==> src/rtl/fft_pkg.sv <==
// Shared Q1.15 constants, complex packing helpers and saturation for the FFT butterfly.
// Combinational helpers only; no state, no latency, no flow control.
package fft_pkg;

  localparam int N  = 32;
  localparam int DW = 16;
  localparam int CW = 2 * DW;

  localparam logic signed [DW-1:0] ONE       = 16'sh7FFF;
  localparam logic signed [DW-1:0] MINUS_ONE = 16'sh8000;
  // Wide enough for BrWr - BiWi + RND without overflow
  localparam logic signed [33:0]   RND       = 34'sh0_0000_4000;
  localparam logic signed [33:0]   SAT_MAX   = 34'sh0_0000_7FFF;
  localparam logic signed [33:0]   SAT_MIN   = -34'sh0_0000_8000;

  typedef logic signed [DW-1:0] comp_t;
  typedef logic [CW-1:0]        cplx_t;

  function automatic comp_t cplx_re(input cplx_t c);
    return c[CW-1:DW];
  endfunction

  function automatic comp_t cplx_im(input cplx_t c);
    return c[DW-1:0];
  endfunction

  function automatic cplx_t cplx_pack(input comp_t r, input comp_t i);
    return {r, i};
  endfunction

  function automatic comp_t sat_dw(input logic signed [33:0] v);
    comp_t r;
    if (v > SAT_MAX)      r = ONE;
    else if (v < SAT_MIN) r = MINUS_ONE;
    else                  r = v[DW-1:0];
    return r;
  endfunction

  function automatic comp_t neg_sat(input comp_t v);
    return (v == MINUS_ONE) ? ONE : -v;
  endfunction

endpackage

==> src/rtl/fft_butterfly_if.sv <==
// Issue/result bundle between the core's EX stage and the butterfly coprocessor.
// master = core side, slave = butterfly side; no backpressure signals exist.
interface fft_butterfly_if;
  import fft_pkg::*;

  logic          in_valid;
  logic [CW-1:0] in_a;
  logic [CW-1:0] in_b;
  logic [3:0]    in_k;
  logic          in_inv;
  logic [4:0]    in_tag;
  logic          hold;
  logic          flush;
  logic          out_valid;
  logic [CW-1:0] out_x;
  logic [CW-1:0] out_y;
  logic [4:0]    out_tag;
  logic          busy;

  modport master (
    output in_valid, in_a, in_b, in_k, in_inv, in_tag, hold, flush,
    input  out_valid, out_x, out_y, out_tag, busy
  );

  modport slave (
    input  in_valid, in_a, in_b, in_k, in_inv, in_tag, hold, flush,
    output out_valid, out_x, out_y, out_tag, busy
  );

endinterface

==> src/rtl/fft_twiddle_rom.sv <==
// N=32 twiddle table W_k = cos(2pi k/N) - j sin(2pi k/N), Q1.15 rounded, +1.0 clamped.
// Purely combinational, zero latency, no flow control.
module fft_twiddle_rom
  import fft_pkg::*;
(
  input  logic [3:0] k_i,
  output cplx_t      w_o
);

  always_comb begin
    w_o = '0;
    case (k_i)
      4'd0:  w_o = {16'h7FFF, 16'h0000};
      4'd1:  w_o = {16'h7D8A, 16'hE707};
      4'd2:  w_o = {16'h7642, 16'hCF04};
      4'd3:  w_o = {16'h6A6E, 16'hB8E3};
      4'd4:  w_o = {16'h5A82, 16'hA57E};
      4'd5:  w_o = {16'h471D, 16'h9592};
      4'd6:  w_o = {16'h30FC, 16'h89BE};
      4'd7:  w_o = {16'h18F9, 16'h8276};
      4'd8:  w_o = {16'h0000, 16'h8000};
      4'd9:  w_o = {16'hE707, 16'h8276};
      4'd10: w_o = {16'hCF04, 16'h89BE};
      4'd11: w_o = {16'hB8E3, 16'h9592};
      4'd12: w_o = {16'hA57E, 16'hA57E};
      4'd13: w_o = {16'h9592, 16'hB8E3};
      4'd14: w_o = {16'h89BE, 16'hCF04};
      4'd15: w_o = {16'h8276, 16'hE707};
      default: w_o = '0;
    endcase
  end

endmodule

==> src/rtl/fft_butterfly.sv <==
// Radix-2 DIT butterfly X,Y = (A +/- B*W)/2 in Q1.15, three register stages, latency 3.
// No backpressure: hold freezes every stage, flush clears every valid bit.
module fft_butterfly #(
  parameter int N  = 32,
  parameter int DW = 16
) (
  input  logic          clk,
  input  logic          rst,
  fft_butterfly_if.slave bus
);
  import fft_pkg::*;

  localparam int PW = 2 * DW;

  logic [3:0]            k_idx;
  cplx_t                 w_rom;
  logic signed [DW-1:0]  w_re, w_im, b_re, b_im;

  // Index wraps modulo the table size so other N still address valid entries
  assign k_idx = 4'(int'(bus.in_k) % (N / 2));

  fft_twiddle_rom u_rom (
    .k_i (k_idx),
    .w_o (w_rom)
  );

  assign w_re = cplx_re(w_rom);
  assign w_im = bus.in_inv ? neg_sat(cplx_im(w_rom)) : cplx_im(w_rom);
  assign b_re = cplx_re(bus.in_b);
  assign b_im = cplx_im(bus.in_b);

  // S1: products
  logic                 v1_q;
  logic [4:0]           tag1_q;
  logic [PW-1:0]        a1_q;
  logic signed [PW-1:0] rr_q, ii_q, ri_q, ir_q;
  logic signed [PW-1:0] rr_d, ii_d, ri_d, ir_d;

  // S2: rounded, saturated B*W
  logic                 v2_q;
  logic [4:0]           tag2_q;
  logic [PW-1:0]        a2_q;
  logic signed [DW-1:0] pr_q, pi_q;
  logic signed [DW-1:0] pr_d, pi_d;
  logic signed [33:0]   sum_re, sum_im;

  // S3: halved sum/difference
  logic                 v3_q;
  logic [4:0]           tag3_q;
  logic [PW-1:0]        x_q, y_q;
  logic [PW-1:0]        x_d, y_d;
  logic [DW:0]          xr_s, xi_s, yr_s, yi_s;
  logic signed [DW-1:0] a2_re, a2_im;

  always_comb begin
    rr_d = b_re * w_re;
    ii_d = b_im * w_im;
    ri_d = b_re * w_im;
    ir_d = b_im * w_re;
  end

  always_comb begin
    sum_re = $signed({{2{rr_q[PW-1]}}, rr_q}) - $signed({{2{ii_q[PW-1]}}, ii_q}) + RND;
    sum_im = $signed({{2{ri_q[PW-1]}}, ri_q}) + $signed({{2{ir_q[PW-1]}}, ir_q}) + RND;
    pr_d   = sat_dw(sum_re >>> 15);
    pi_d   = sat_dw(sum_im >>> 15);
  end

  // 17-bit sums of two Q1.15 values always fit in 16 bits after halving
  always_comb begin
    a2_re = cplx_re(a2_q);
    a2_im = cplx_im(a2_q);
    xr_s  = {a2_re[DW-1], a2_re} + {pr_q[DW-1], pr_q};
    xi_s  = {a2_im[DW-1], a2_im} + {pi_q[DW-1], pi_q};
    yr_s  = {a2_re[DW-1], a2_re} - {pr_q[DW-1], pr_q};
    yi_s  = {a2_im[DW-1], a2_im} - {pi_q[DW-1], pi_q};
    x_d   = cplx_pack(xr_s[DW:1], xi_s[DW:1]);
    y_d   = cplx_pack(yr_s[DW:1], yi_s[DW:1]);
  end

  always_ff @(posedge clk or posedge rst) begin
    if (rst) begin
      v1_q   <= 1'b0;
      tag1_q <= '0;
      a1_q   <= '0;
      rr_q   <= '0;
      ii_q   <= '0;
      ri_q   <= '0;
      ir_q   <= '0;
      v2_q   <= 1'b0;
      tag2_q <= '0;
      a2_q   <= '0;
      pr_q   <= '0;
      pi_q   <= '0;
      v3_q   <= 1'b0;
      tag3_q <= '0;
      x_q    <= '0;
      y_q    <= '0;
    end else if (bus.flush) begin
      v1_q <= 1'b0;
      v2_q <= 1'b0;
      v3_q <= 1'b0;
    end else if (!bus.hold) begin
      v1_q   <= bus.in_valid;
      tag1_q <= bus.in_tag;
      a1_q   <= bus.in_a;
      rr_q   <= rr_d;
      ii_q   <= ii_d;
      ri_q   <= ri_d;
      ir_q   <= ir_d;
      v2_q   <= v1_q;
      tag2_q <= tag1_q;
      a2_q   <= a1_q;
      pr_q   <= pr_d;
      pi_q   <= pi_d;
      v3_q   <= v2_q;
      tag3_q <= tag2_q;
      x_q    <= x_d;
      y_q    <= y_d;
    end
  end

  assign bus.out_valid = v3_q;
  assign bus.out_x     = x_q;
  assign bus.out_y     = y_q;
  assign bus.out_tag   = tag3_q;
  assign bus.busy      = v1_q | v2_q | v3_q;

endmodule

==> src/flat_wrapper.sv <==
// flat-port wrapper written by rule: the top's interface ports become plain ports
module fft_butterfly_flat import fft_pkg::*;
#(
  parameter int N  = 32,
  parameter int DW = 16
)
  (clk, rst, bus_in_valid, bus_in_a, bus_in_b, bus_in_k, bus_in_inv, bus_in_tag, bus_hold, bus_flush, bus_out_valid, bus_out_x, bus_out_y, bus_out_tag, bus_busy);
  fft_butterfly_if bus_i ();
  input  logic clk;
  input  logic rst;
  input wire logic [$bits(bus_i.in_valid)-1:0] bus_in_valid;
  input wire logic [$bits(bus_i.in_a)-1:0] bus_in_a;
  input wire logic [$bits(bus_i.in_b)-1:0] bus_in_b;
  input wire logic [$bits(bus_i.in_k)-1:0] bus_in_k;
  input wire logic [$bits(bus_i.in_inv)-1:0] bus_in_inv;
  input wire logic [$bits(bus_i.in_tag)-1:0] bus_in_tag;
  input wire logic [$bits(bus_i.hold)-1:0] bus_hold;
  input wire logic [$bits(bus_i.flush)-1:0] bus_flush;
  output wire logic [$bits(bus_i.out_valid)-1:0] bus_out_valid;
  output wire logic [$bits(bus_i.out_x)-1:0] bus_out_x;
  output wire logic [$bits(bus_i.out_y)-1:0] bus_out_y;
  output wire logic [$bits(bus_i.out_tag)-1:0] bus_out_tag;
  output wire logic [$bits(bus_i.busy)-1:0] bus_busy;
  assign bus_i.in_valid = bus_in_valid;
  assign bus_i.in_a = bus_in_a;
  assign bus_i.in_b = bus_in_b;
  assign bus_i.in_k = bus_in_k;
  assign bus_i.in_inv = bus_in_inv;
  assign bus_i.in_tag = bus_in_tag;
  assign bus_i.hold = bus_hold;
  assign bus_i.flush = bus_flush;
  assign bus_out_valid = bus_i.out_valid;
  assign bus_out_x = bus_i.out_x;
  assign bus_out_y = bus_i.out_y;
  assign bus_out_tag = bus_i.out_tag;
  assign bus_busy = bus_i.busy;
  fft_butterfly #(.N(N), .DW(DW)) u_core (.clk(clk), .rst(rst), .bus(bus_i));
endmodule
==> config.mk <==
export PLATFORM = sky130hd
export DESIGN_NAME = fft_butterfly_flat
export DESIGN_NICKNAME = d
export VERILOG_FILES = /design/src/rtl/fft_pkg.sv /design/src/rtl/fft_butterfly_if.sv /design/src/rtl/fft_twiddle_rom.sv /design/src/rtl/fft_butterfly.sv /design/src/flat_wrapper.sv
export SDC_FILE = /design/constraint.sdc
export NUM_CORES = 2
export LEC_CHECK = 0
export CELL_PAD_IN_SITES_DETAIL_PLACEMENT = 1
export CELL_PAD_IN_SITES_GLOBAL_PLACEMENT = 1
export CORE_MARGIN = 3
export CORE_UTILIZATION = 40
export DETAILED_ROUTE_END_ITERATION = 16
export PLACE_DENSITY_LB_ADDON = 0.12
export RECOVER_POWER = 50
export SETUP_SLACK_MARGIN = 0.1
export SLEW_MARGIN = 0
export SYNTH_ARGS = -nofsm -noshare
export SYNTH_HDL_FRONTEND = slang
export SYNTH_SLANG_ARGS = --single-unit
==> constraint.sdc <==
create_clock -name clk -period 11.4 [get_ports clk]
set_input_delay 1.71 -clock clk [delete_from_list [all_inputs] [get_ports clk]]
set_output_delay 1.71 -clock clk [all_outputs]
set_load 0.02 [all_outputs]
Cells colored by class:
The bar under the picture is 100 µm long.
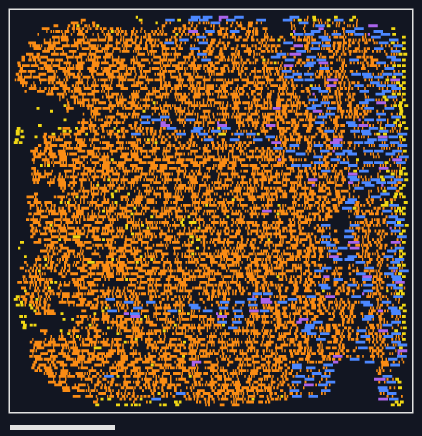
Yellow shows remaining buffers and delay cells, cells 281, share of their area 4.2%. Purple shows clock drivers and dummy loads, cells 71, share of their area 2.3%. Blue shows sequential cells, cells 306, share of their area 13%. Orange shows combinational and other logic, cells 5779, share of their area 81%.
row count: 137
core area: 141000 µm²
Final Util: 44.3%
sequential cell area share: 12.3%

Placement view:
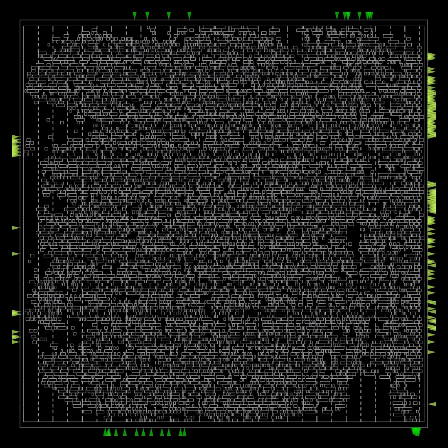
post-route non-filler standard cell count: 8314
filler cell count: 16386

==> impl_metrics.yaml <==
# synthesis and place-and-route metrics
status:
  status: "finished, violations left"
  violations: "max-capacitance violations, max-slew violations"
die:
  fp_util_pct: 40.6
  die-height_um: 384
yosys:
  yosys_cells: 6380
  floorplan.nets: 8032
  yosysWarnings: 0
  syn-instance-count: 6380
  syn_avg_cell_area_um2: 8.94
  netlist.area_leader.share_pct: 36.9
  ys_types: 93
  async_flop_share_pct: 100
grt:
  overflow: 0
timing:
  final_max_slew_viol_count: 374
  slew_headroom_pct: -294
  tightest_slew_ps: 5910
  setup_tns_ps: 0
  fin_skew_ps: 20.9
  finalCritPeriodShare_pct: 94.6
job:
  drv_cap: 3
route:
  drtIter0Drc: 1938
worst_setup_path:
  max_stage_delay_ps: 760
  r2r-end: "u_core.pr_q[13]$_DFFE_PP0P_"
  path_buffers: 7
  crit_slowest_cell: "clkdlybuf4s50_1"
clocking:
  clock_latency_ps: 580
  cts_tree: "built"
  cts_num_sinks: 306
  cts_buffers: 40
cells_and_area:
  fin_nets: 8060
  lay_top_count: "inv_1"
kinds of logic after synthesis:
| kind of cell | synth area share (%) |
|---|---|
| buffers and inverters | 10.6 |
| AND-OR/OR-AND | 8.23 |
| flip-flops | 13.4 |
| adder cells (fa/ha/maj) | 48.3 |
| XOR/XNOR | 3.32 |
| multiplexers | 0.355 |
| AND/OR/NAND/NOR | 15.7 |
how the worst max path moves through the flow:
stage,slack (ps),start,depth (start not counted),end
global placement,-140,bus_in_k[1],37,u_core.ri_q[29]$_DFFE_PP0P_
CTS,350,bus_in_k[2],34,u_core.ri_q[29]$_DFFE_PP0P_
floorplan,1220,bus_in_k[1],39,u_core.ri_q[30]$_DFFE_PP0P_
global route,20,bus_in_k[1],37,u_core.ri_q[29]$_DFFE_PP0P_
finish,620,bus_in_k[2],34,u_core.ri_q[29]$_DFFE_PP0P_
detailed placement,-240,bus_in_k[2],34,u_core.ri_q[29]$_DFFE_PP0P_
stage by stage:
step                hold slack, ps  instance area (µm²)
finish                         460                62300
CTS                            468                62300
detailed placement             456                60900
global placement               441                60900
floorplan                      430                57000
global route                   492                62300
cells in the mapped netlist, drive strengths merged (62+ instances only):
cell type / number
ha: 521
nand2: 1135
xnor2: 150
clkbuf: 233
a21oi: 175
nor2: 138
dfrtp: 306
buf: 62
fa: 1052
and2: 383
o21ai: 240
inv: 1299
xor2: 66
a21o: 78
state kept, by name, indices dropped and copies added, names as in the netlist:
register              flops
u_core.ri_q              32
u_core.v2_q               1
u_core.ir_q              32
u_core.pi_q              16
u_core.tag1_q             5
u_core.v1_q               1
u_core.rr_q              32
u_core.a1_q              32
u_core.tag2_q             5
u_core.pr_q              16
u_core.ii_q              32
u_core.bus.out_y         32
u_core.bus.out_x         32
u_core.bus.out_tag        5
u_core.a2_q              32
u_core.bus.out_valid      1
layer usage:
| layer | wire length (µm) | track usage (%) |
|---|---|---|
| met1 | 76600 | 32.5 |
| met5 | 22 | 0 |
| met3 | 6950 | 3.08 |
| met4 | 5270 | 6.55 |
| met2 | 76700 | 38.0 |
worst min-delay path: stages, from the launching register on:
cell and delay, ps:
dfrtp_1 330, nand2_1 50, nand2_1 50
cell type report:
class	instances	area share (%)
Antenna cell	1	0.00402
Timing Repair Buffer	281	4.04
Tap cell	1876	3.77
Multi-Input combinational cell	4480	69.9
Clock inverter	15	0.382
Clock buffer	56	1.82
Sequential cell	306	12.3
Inverter	1299	7.83
what timing repair did:
| action | in CTS | in global routing |
|---|---|---|
| endpoints found under the setup margin | 0 | 7 |
| gates resized | 0 | 8 |
| buffers inserted | 0 | 2 |
